Design adc_scan_sequencer, sky130hd; sources not shown.
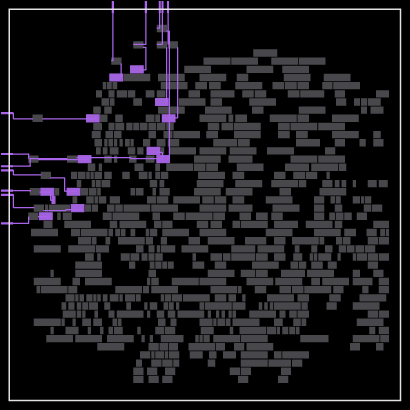
Figure 1: run 1, I/O nets highlighted.
(3 px per um)
- response_data: purple (bits 12; direction input; edge 7 left, 5 top; end cells 13; buffers 12; wire 346 um)
# IOs: 63
Port Buffers: 57

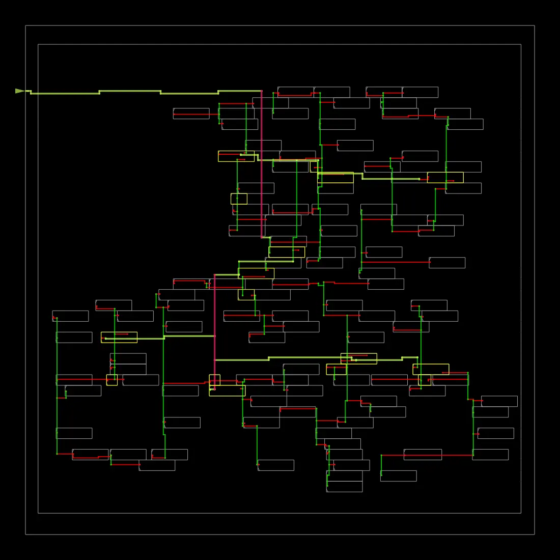
Figure 2: run 1, the clock network.
Late-Pin Clk Latency: 350 ps
clk_skew: 10.9 ps
CTS buffer count: 9

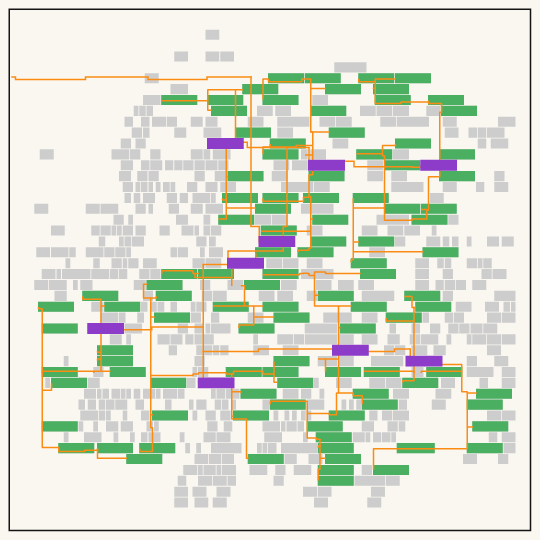
Figure 3: run 1, clock wires, drivers and flops.
(4 px per um)
- clock-net drivers: purple (count 9)
- flip-flops: green (count 104)
- clock wires: orange (length 1240 um)
- routed clock nets: 10
clock power share: 26.1%
Clk power: 1.36 mW

==> results.txt, run 1 <==
run results: PnR Total Power=5.19 mW, sw frac=32.2%, CP max stage cell=mux4_2, reg2reg path depth=7, Layout area overhead=26.1%, combinational share of power=30.8%, chip width=130 um, highest-count logic cell in the final layout=dfrtp_1, Largest logic family=multiplexers, first-pass GRT wire length=20100 um, Initial DRT Pass Iterations=4, Reg area=2600 sq um, buffering overhead=about 14%, Clock H-tree levels=3, hold path cells=1, vias in the first global route=4035, bufs w/o clock=104, WP buf/inv=3, fin nets=619, Post-Layout Inst Area=6780 sq um, flop count=about 100, gr usage total=between 15 and 20%, tool warnings=34, Die Span Y=around 130 um, most common cell in the synthesized netlist=dfrtp_1, Iter 0 DRT Violations=165, TNS Setup=0 ps, CP Cell Sequence=buf_4 > buf_6 > mux4_2 > a21oi_1 > nor2_1 > dlygate4sd2_1, CLK BUF=10, Reg power frac=43.1%, CTS tree=done, fraction of layout cells with a size suffix above 1=25.5%, GPL Wtd Cong=between 0.8 and 0.9, post-CTS resize count=8, total detailed-routing wirelength=12100 um, clk cell area share=4.28%, outcome=finished clean, crit path capture type=primary output, xor/xnor share=2.77%, Clock Tree Buf Depth=2, hold bufs inserted after CTS=1, fp util=between 30% and 40%, clock root buffer=clkbuf_16, seq pwr=2.24 mW, final std cells w/o fill=738, cell type with the largest total area=dfrtp_1, Routed Antenna Nets=0, period utilisation layout=between 90% and 100%, Top Layout Cells=dfrtp_1, mux2_2, clkdlybuf4s50_1, Fmax=just over 0.4 GHz, Max Fanout on Critical Path=8, Comb area share=about two fifths, Internal=3.52 mW, slew margin rel.=57.2%, simple share=12.3%, reg2reg setup slack=160 ps, top cells by area, synth=dfrtp_1, mux2_2, ha_1, WP depth=6, Core Region=14800 sq um, met3 usage=around 4.3%, clk sinks=roughly 100
Figure 4. Placement by cell class (run 1).
(3 px per um) Fill, decap, tap and diode cells in grey.
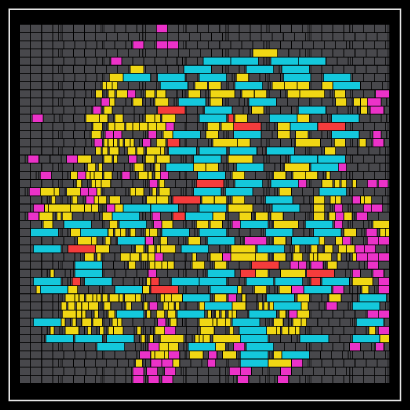

==> run 2: changes to the inputs <==
--- a/config.mk
+++ b/config.mk
@@ -5,11 +5,13 @@
 export SDC_FILE = /design/constraint.sdc
 export NUM_CORES = 1
 export LEC_CHECK = 0
-export ABC_CLOCK_PERIOD_IN_PS = 2500
+export ABC_CLOCK_PERIOD_IN_PS = 3000
 export CAP_MARGIN = 20
+export CORE_ASPECT_RATIO = 0.6
 export CORE_MARGIN = 3
 export CORE_UTILIZATION = 35
 export DETAILED_ROUTE_END_ITERATION = 12
+export GPL_TIMING_DRIVEN = 0
 export MAX_ROUTING_LAYER = met4
 export REMOVE_ABC_BUFFERS = 1
 export SLEW_MARGIN = 20
==> constraint.sdc (replaced) <==
create_clock -name clk -period 3 [get_ports clk]
set_input_delay 0.45 -clock clk [delete_from_list [all_inputs] [get_ports clk]]
set_output_delay 0.45 -clock clk [all_outputs]
set_load 0.01 [all_outputs]
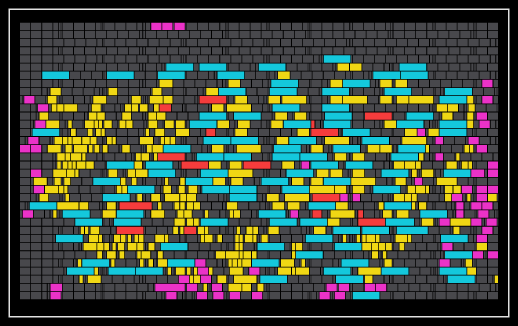
Figure 5: run 2, placement by cell class.
(3 px per um) Fill, decap, tap and diode cells in grey.
- remaining logic cells: yellow (cells 330; share of their area 43%)
- registers: cyan (cells 104; share of their area 41%)
- clock drivers and dummy loads: red (cells 16; share of their area 4.8%)
- remaining buffers and delay cells: magenta (cells 69; share of their area 11%)
Seq area share: 39.8%
final core utilization: 44.3%

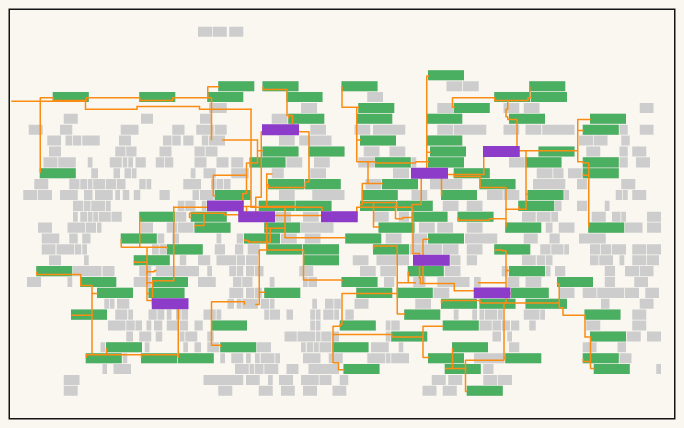
Figure 6: run 2, clock wires, drivers and flops.
(4 px per um)
- clock-net drivers: purple (count 9)
- flip-flops: green (count 104)
- clock wires: orange (length 1290 um)
- routed clock nets: 10
clk_skew: 5.08 ps
Clk power: 1.21 mW
Late-Pin Clk Latency: 340 ps

==> run 2 against run 1 <==
Non-clock buffer count decreased by 35; register-to-register slack improved by 180 ps; sequential power decreased by 16%; flip-flop count unchanged; synthesized area unchanged; global-route usage increased by 0.21 points; final area decreased by 3.5%; total power decreased by 17%; wire length increased by 2.4%; first-iteration DRC count increased by 27%; critical path depth unchanged; clock skew decreased by 5.8 ps; largest cell class unchanged; highest routed layer unchanged.
==> results.txt, run 2 <==
run results: Gate Count Post-Synth=452, PnR Total Power=4.29 mW (-17%), Dominant flop cell=dfrtp_1, TNS Setup=0 ps (unchanged), Final min period=2810 ps, fp util=36.4% (about the same), seq pwr=1.88 mW (-16%), Largest logic family=multiplexers, top cell type's share of synthesized area=48.4%, top cells by area, synth=dfrtp_1, mux2_2, ha_1, met3 usage=3.32% (-0.93 points), WP depth=6 (unchanged), Reg power frac=43.9% (+0.8 points), reg2reg path depth=7 (unchanged), Worst-Margin Slew=741 ps, combinational share of power=28.0% (-2.8 points), final std cells w/o fill=717 (-2.8%), Comb area share=40.3% (+1.3 points), area fraction in compound gates=11.9%, WP buf/inv=2 (-1), Top Consumer=registers, clock root buffer=clkbuf_16, CP Cell Sequence=clkdlybuf4s50_1 > nor4b_1 > nand3_2 > nor2_1 > and2_1 > clkdlybuf4s50_1, gr usage total=15.7% (+0.21 points), clock power share=28.2% (+2.1 points), Fmax=0.356 GHz, Pleak=2.89 nW, Final Hold Slack=just under 500 ps, layer carrying the most global-route usage=met2, sw frac=32.5% (+0.27 points), xor/xnor share=2.77% (unchanged), Yosys chip area=5380 sq um, Internal=2.89 mW (-18%), cell type with the largest total area=dfrtp_1, tap cells=just under 200, Max Fanout on Critical Path=6 (-2), Reg area=2610 sq um (+0.14%), Initial DRT Pass Iterations=5 (+1), CP startpoint kind=input port, yosys warns=0, fin nets=584 (-5.7%), crit path capture type=primary output, tool warnings=34 (unchanged), clk cell area share=4.64% (+0.36 points), Post-CTS Setup Bufs=0, Seq share, synth=48.4%, # IOs=63 (unchanged), fraction of layout cells with a size suffix above 1=20.0% (-5.4 points), max-cap violations=0, highest-count logic cell in the final layout=dfrtp_1, reg2reg setup slack=340 ps (+180 ps), hold bufs inserted after CTS=1 (unchanged), Die Span Y=102 um (-21%), Routed Antenna Nets=0 (unchanged), vias in the first global route=3874 (-4.0%), post-CTS resize count=5 (-3), Clock Tree Buf Depth=2 (unchanged), first-pass GRT wire length=20400 um (+2.0%), top cell category=logic gates, Core Region=14800 sq um (about the same), CTS tree=done, most common cell in the synthesized netlist=dfrtp_1, Post-Layout Inst Area=6550 sq um (-3.5%), Port Buffers=57 (unchanged), Comb group=1.20 mW, top cells by count, synth=dfrtp_1, mux2_2, nor2_1, DR WL met2=~5300 um, metal3 WL=610 um, hold path cells=1 (unchanged), Synth async-reset ratio=100%, Layout area overhead=21.8%, total detailed-routing wirelength=12400 um (+2.4%), buffering overhead=10.5% (-3.5 points), Iter 0 DRT Violations=210 (+27%), Top Layout Cells=dfrtp_1, clkdlybuf4s50_1, mux2_2, # rows=34, period utilisation layout=93.6%, Largest register FFs=between 40 and 50, GPL Wtd Cong=0.844 (-2.6%), chip width=166 um (+28%), bufs w/o clock=69 (-34%), Clock H-tree levels=3 (unchanged), CP max stage cell=clkdlybuf4s50_1, outcome=finished clean, initial antenna violation count=0, CTS buffer count=9 (unchanged), simple share=12.3% (unchanged), slew margin rel.=50.5% (-6.7 points)
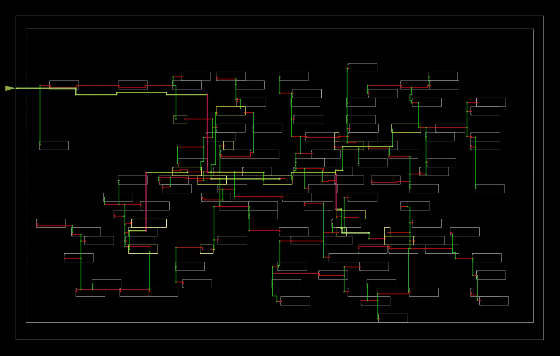
Figure 7: run 2, the clock network.
clk sinks: 104
flop count: 104
CLK BUF: 10

No activity file was given, so power comes from the tool's default toggle rates.
